**src/rtl/apb_slave_ctrl.sv**
```systemverilog
// apb_slave_ctrl: APB4 slave front-end issuing single start pulses to the AXI-Lite control stage with timeout recovery
module apb_slave_ctrl #(
   parameter int AW_APB = 32,
   parameter int DW_APB = 32,
   parameter int TIMEOUT_CYCLES = 1024
) (
   input  logic                  axi_clk,
   input  logic                  sys_aresetn,
   input  logic                  psel,
   input  logic                  penable,
   input  logic                  pwrite,
   input  logic [AW_APB-1:0]     paddr,
   input  logic [DW_APB-1:0]     pwdata,
   input  logic [DW_APB/8-1:0]   pstrb,
   input  logic [2:0]            pprot,
   output logic                  pready,
   output logic [DW_APB-1:0]     prdata,
   output logic                  pslverr,
   output logic                  start_write,
   output logic                  start_read,
   output logic [AW_APB-1:0]     address,
   output logic [DW_APB-1:0]     write_data,
   output logic [2:0]            prot,
   output logic [DW_APB/8-1:0]   be,
   input  logic [1:0]            resp,
   input  logic [DW_APB-1:0]     read_data,
   input  logic                  read_data_valid,
   input  logic                  done_write
);
   typedef enum logic [2:0] {IDLE, ISSUE, WAIT, RESP, DRAIN} state_t;
   state_t state, state_nxt;
   logic is_write, drain, err, done, tmo;
   logic [15:0] cnt;
   always_comb begin
      done = is_write ? done_write : read_data_valid;
      tmo = (TIMEOUT_CYCLES != 0) && (cnt == 16'(TIMEOUT_CYCLES - 1));
      state_nxt = (state == IDLE && psel)            ? ISSUE :
                  (state == ISSUE)                   ? WAIT :
                  (state == WAIT && (done || tmo))   ? RESP :
                  (state == RESP)                    ? (drain ? DRAIN : IDLE) :
                  (state == DRAIN && done)           ? IDLE : state;
      start_write = (state == ISSUE) && is_write;
      start_read = (state == ISSUE) && !is_write;
      pready = (state == RESP);
      pslverr = (state == RESP) && err;
   end
   always_ff @(posedge axi_clk or negedge sys_aresetn) begin
      if (!sys_aresetn) begin
         state <= IDLE;
         is_write <= 1'b0;
         drain <= 1'b0;
         err <= 1'b0;
         cnt <= '0;
         prdata <= '0;
         address <= '0;
         write_data <= '0;
         prot <= '0;
         be <= '0;
      end else begin
         state <= state_nxt;
         cnt <= (state == WAIT) ? cnt + 16'd1 : '0;
         if (state == IDLE && psel) begin
            address <= paddr;
            write_data <= pwdata;
            prot <= pprot;
            be <= pwrite ? pstrb : '1;
            is_write <= pwrite;
         end
         // completion takes priority over a coincident timeout, so no drain is armed
         if (state == WAIT && done) begin
            prdata <= is_write ? '0 : read_data;
            err <= |resp;
            drain <= 1'b0;
         end else if (state == WAIT && tmo) begin
            prdata <= '0;
            err <= 1'b1;
            drain <= 1'b1;
         end
         if (state == DRAIN && done) drain <= 1'b0;
      end
   end
endmodule
```
**config.mk**
```make
export PLATFORM = sky130hd
export DESIGN_NAME = apb_slave_ctrl
export DESIGN_NICKNAME = d
export VERILOG_FILES = /design/src/rtl/apb_slave_ctrl.sv
export SDC_FILE = /design/constraint.sdc
export NUM_CORES = 1
export LEC_CHECK = 0
export CAP_MARGIN = 15
export CORE_MARGIN = 2
export CORE_UTILIZATION = 25
export DETAILED_ROUTE_END_ITERATION = 8
export SYNTH_ARGS = -nofsm -noshare
export SYNTH_HDL_FRONTEND = slang
export SYNTH_SLANG_ARGS = --single-unit
```
**constraint.sdc**
```tcl
create_clock -name axi_clk -period 1.7 [get_ports axi_clk]
set_clock_uncertainty 0.05 [all_clocks]
set_input_delay 0.34 -clock axi_clk [delete_from_list [all_inputs] [get_ports axi_clk]]
set_output_delay 0.34 -clock axi_clk [all_outputs]
set_load 0.005 [all_outputs]
```
Figure 1. Wires at chosen ports, followed through buffers.
Bar = 50 µm.
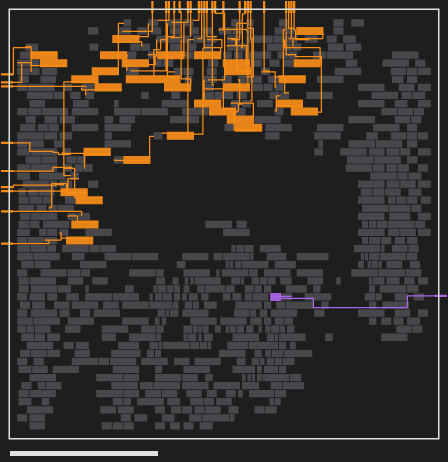
[orange] `prdata` | bits: 32 | direction: output | end cells: 32 | buffers: 32 | wire: 1240 µm
[purple] `done_write` | bits: 1 | direction: input | end cells: 1 | buffers: 1 | wire: 65.5 µm

Figure 2. Logic cells by family.
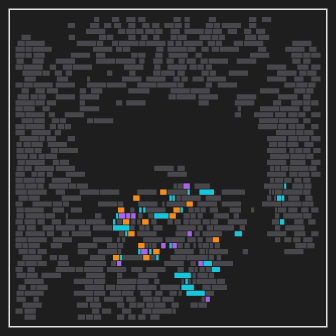
[purple] AND and OR gates | cells: 11 | where: south
[orange] XOR/XNOR gates | cells: 14
[cyan] NOR gates | cells: 28

Figure 3. Where the registers sit.
Bar = 50 µm. Other sequential cells in the stronger grey, the rest of the logic in the fainter grey.
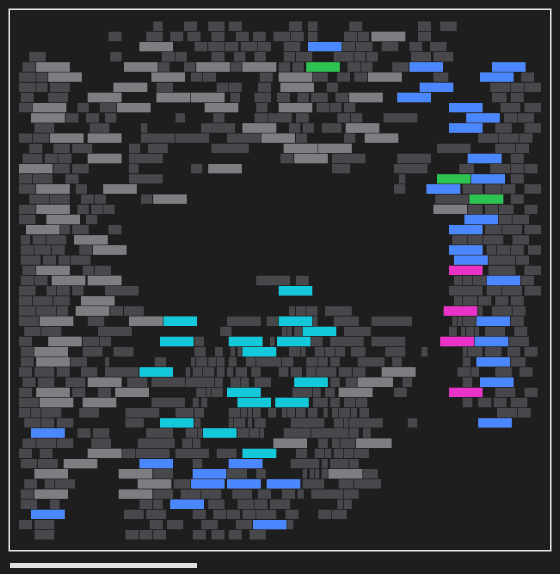
[green] `prot` | sequential cells: 3
[blue] `address` | sequential cells: 32
[cyan] `cnt` | sequential cells: 16
[magenta] `be` | sequential cells: 4 | where: east
not coloured: 70

==> notes.md <==
Implementation progress

The post-synth count of flops with an enable pin is 0. The timing report attributes the biggest portion of critical-path delay to buffers and inverters. By area the synthesized netlist is led by sky130_fd_sc_hd__dfrtp_1, sky130_fd_sc_hd__mux2_2, sky130_fd_sc_hd__a22o_1.

Power spread over the standard cell area amounts to 1635 nW/µm². The die width stands at 144.4 µm. Summed over all layers, the global routing overflow is 0.

The synth_stat.txt file lists the number of cells as 340. The commonest register cell is sky130_fd_sc_hd__dfrtp_1. The total number of yosys warnings stands at 0. The worst path in the final design needs a cycle of 1.856 ns, including I/O delays and setup. The global-route wire length before repair stands at 21450 µm. The netlist area before placement stands at 4931 µm².

The pin count of the biggest net entering global routing stands at 49. The instance tally after logic synthesis stands at 340. The power report puts the leakage power at 4.820 nW.

The worst IR drop on VDD stands at 0.8228 mV. The number of different library cells in the post-synthesis netlist stands at 35. The initial cell density of the core stands at 25.42%. Across all setup checks in the final design, the least slack found is -0.1559 ns. The CTS sink count stands at 125. The iteration count recorded for the first detailed-route pass is 4. For reference, the placement row count at floorplan is 51. The number of placed instances, taps included, is 833.

The relative slew slack stands at 72.67%. The maximum root-to-sink buffer count stands at 2. The async set or reset register ratio after synthesis stands at 100.0%. Looking at the clock tree report, the root buffer type is sky130_fd_sc_hd__clkbuf_16.

The min-delay analysis places its worst path in the category in2async. Detailed routing inserted a total of 4020 vias. The commonest cells after synthesis are sky130_fd_sc_hd__dfrtp_1, sky130_fd_sc_hd__mux2_2, sky130_fd_sc_hd__a22o_1. The synthesized design spends more area on one cell type than any other, namely sky130_fd_sc_hd__dfrtp_1. The final setup violation count stands at 94. The count of antenna-violating nets left after detailed routing stands at 0. Ranking logic cells in the layout by count gives the top entries sky130_fd_sc_hd__clkdlybuf4s50_1, sky130_fd_sc_hd__dfrtp_1, sky130_fd_sc_hd__dlymetal6s2s_1, sky130_fd_sc_hd__mux2_4, sky130_fd_sc_hd__buf_4. The register clock-pin slew on the reported worst setup and hold paths stands at 0.06 ns. The number of max-slew violations in the final report stands at 0. The flow ran to the end, but the final reports show violations. The post-placement cell area is 7594 µm². The slowest stage of the critical path belongs to the cell sky130_fd_sc_hd__dfrtp_2. The upper clock frequency limit stands at 538.8 MHz. Setup slack on the worst path after placement came out at -0.3145 ns. The fraction of the yosys area taken by sequential cells stands at 63.44%.

The total clock buffers created by CTS stands at 17. Looking at the setup timing report, the critical path kind is reg2reg. The final weighted congestion recorded by global placement is 0.7475. Adding up every negative setup slack in the final design gives -9.077 ns.

The clock insertion delay at the later pin of the skew report stands at 0.41 ns. The share of the synthesized netlist area taken by xor and xnor gates stands at 2.487%. The finished layout holds 917 standard cells, fillers aside. The post-synthesis net count stands at 453. TritonCTS built the clock tree. Per the CTS log, the maximum H-tree level is 4. The per-instance average area after synthesis stands at 14.50 µm². For reference, the final report shows the hold violation count at 0. The die is 144.4 µm tall. The final layout contains 752 nets. The area fraction in full adders, half adders and majority gates stands at 0.2537%. The ratio of routed vias to standard cells stands at 4.384. In this run the biggest area consumer among cell types represents 63.44% of the synthesized area.

From synthesis to final layout, the design area changed by 89.34%. The number of logged tool warnings stands at 29. The synthesis stats list as the most numerous cell sky130_fd_sc_hd__dfrtp_1. The synthesized netlist devotes 6.851% of its cell area to simple gates.

The stage delay of the slowest cell on the critical path stands at 0.45 ns. The chip area in the Yosys report stands at 4931 µm². Looking at the max-slew report, the worst-margin pin has a slew of 0.4100 ns. Setup repair after global routing could not meet its margin everywhere.

In the synthesized netlist, mux cells make up 15.73% of the area. The ratio of final minimum period to clock period stands at 109.2%. STA classifies the critical path endpoint as a flop. The cell sequence reported for the critical path is buf_4 > nor4b_4 > buf_6 > buf_12 > buf_8 > mux2_4. Detailed placement ended at an HPWL of 9195 µm.

The total of flip-flops plus latches after synthesis stands at 125. The checks that failed: setup timing. Per the log, the first TritonRoute iteration ended with a DRC count of 124. After floorplanning, the die was sized to cover 20860 µm². The total of buffers placed on input and output ports stands at 217. In this run the worst path has a maximum fanout of 6.

The share of the core filled with cells stands at 48.13%. The final total power stands at 15.27 mW. The cell-mix breakdown from Yosys lists the compound-gate area share as 7.714%. The boundary pin count stands at 219. The fraction of final layout cells with drive strength greater than 1 stands at 31.75%. The core outline area stands at 19400 µm². Per the detail_route report, DRC violations left total 0. The library cell used most frequently in the layout, excluding fill and tap cells, is sky130_fd_sc_hd__clkdlybuf4s50_1.
Figure 4. Zoomed window.
Bar = 10 µm. Window x 24 to 49, y 24 to 49 µm. Cells in grey, sequential cells in the stronger grey; small squares are vias.
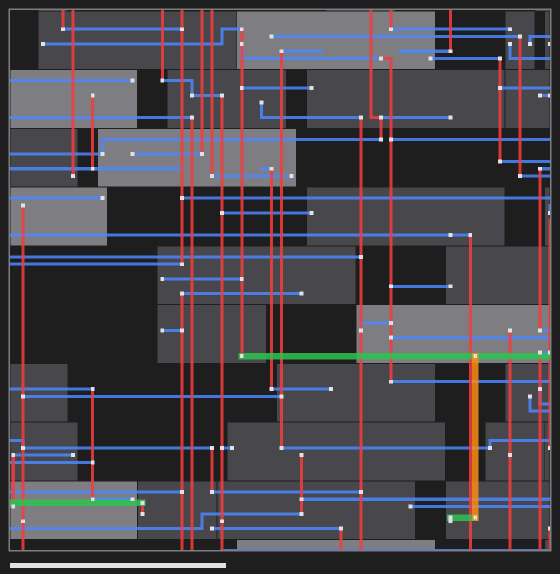
[red] met2
[orange] met4
[green] met3
[blue] met1
netlist names of flops here include: `write_data` (3), `cnt` (2)
sequential cells in the window: 5
most frequent: clkbuf_16 (6), dfrtp_1 (5)
cells with their middle in the window: 23

Figure 5. Routing congestion.
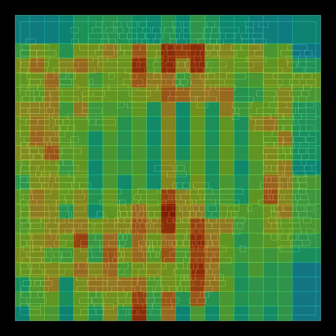
total global-route track usage: 13.39%
WL/cell: 17.90 µm

worst paths after layout:
check / cells after the start / start / to / slack, ns
worst max-delay path: 6 / state[1]$_DFFE_PN0P_ / write_data[5]$_DFFE_PN0P_ / -0.16
worst min-delay path: 2 / sys_aresetn / state[2]$_DFFE_PN0P_ / 0.40
min in group axi_clk: 1 / prdata[18]$_DFFE_PN0P_ / prdata[18]$_DFFE_PN0P_ / 0.44
max in group asynchronous: 3 / sys_aresetn / prdata[26]$_DFFE_PN0P_ / 0.61
worst min register to register: 1 / prdata[18]$_DFFE_PN0P_ / prdata[18]$_DFFE_PN0P_ / 0.44
worst max register to register: 6 / state[1]$_DFFE_PN0P_ / write_data[5]$_DFFE_PN0P_ / -0.16
what timing repair did:
action | in CTS | in global routing
resized | 61 | 134
cloned | 2 | 13
endpoints found under the hold margin | 25 | 0
buffers inserted | 11 | 25
hold buffers | 1 | 0
setup endpoints to repair | 119 | 178
pin swaps | 6 | 8
cell type report:
cell class / count / area (µm²)
Sequential cell: 125 / 3131
Fill cell: 1717 / 10060
Tap cell: 265 / 331.6
Multi-Input combinational cell: 189 / 1954
Clock inverter: 11 / 107.6
Inverter: 6 / 22.52
Timing Repair Buffer: 300 / 3319
Clock buffer: 21 / 470.5
power by group:
| group | internal (mW) | switching (mW) | total [mW] |
|---|---|---|---|
| logic | 4.59 | 2.25 | 6.84 |
| registers | 4.20 | 0.689 | 4.89 |
| clock network | 2.14 | 1.40 | 3.54 |
routing by layer:
layer,global-route usage [%],part of all wire [%]
met1,16.03,42
met2,21.78,50
met3,5.662,7.1
met4,4.446,1.1
met5,0,0
sequential cells by signal, indices dropped and copies added (netlist names):
signal      count
be              4
write_data     32
drain           1
prot            3
address        32
prdata         32
state           3
is_write        1
cnt            16
err             1
No activity file was given, so power comes from the tool's default toggle rates.
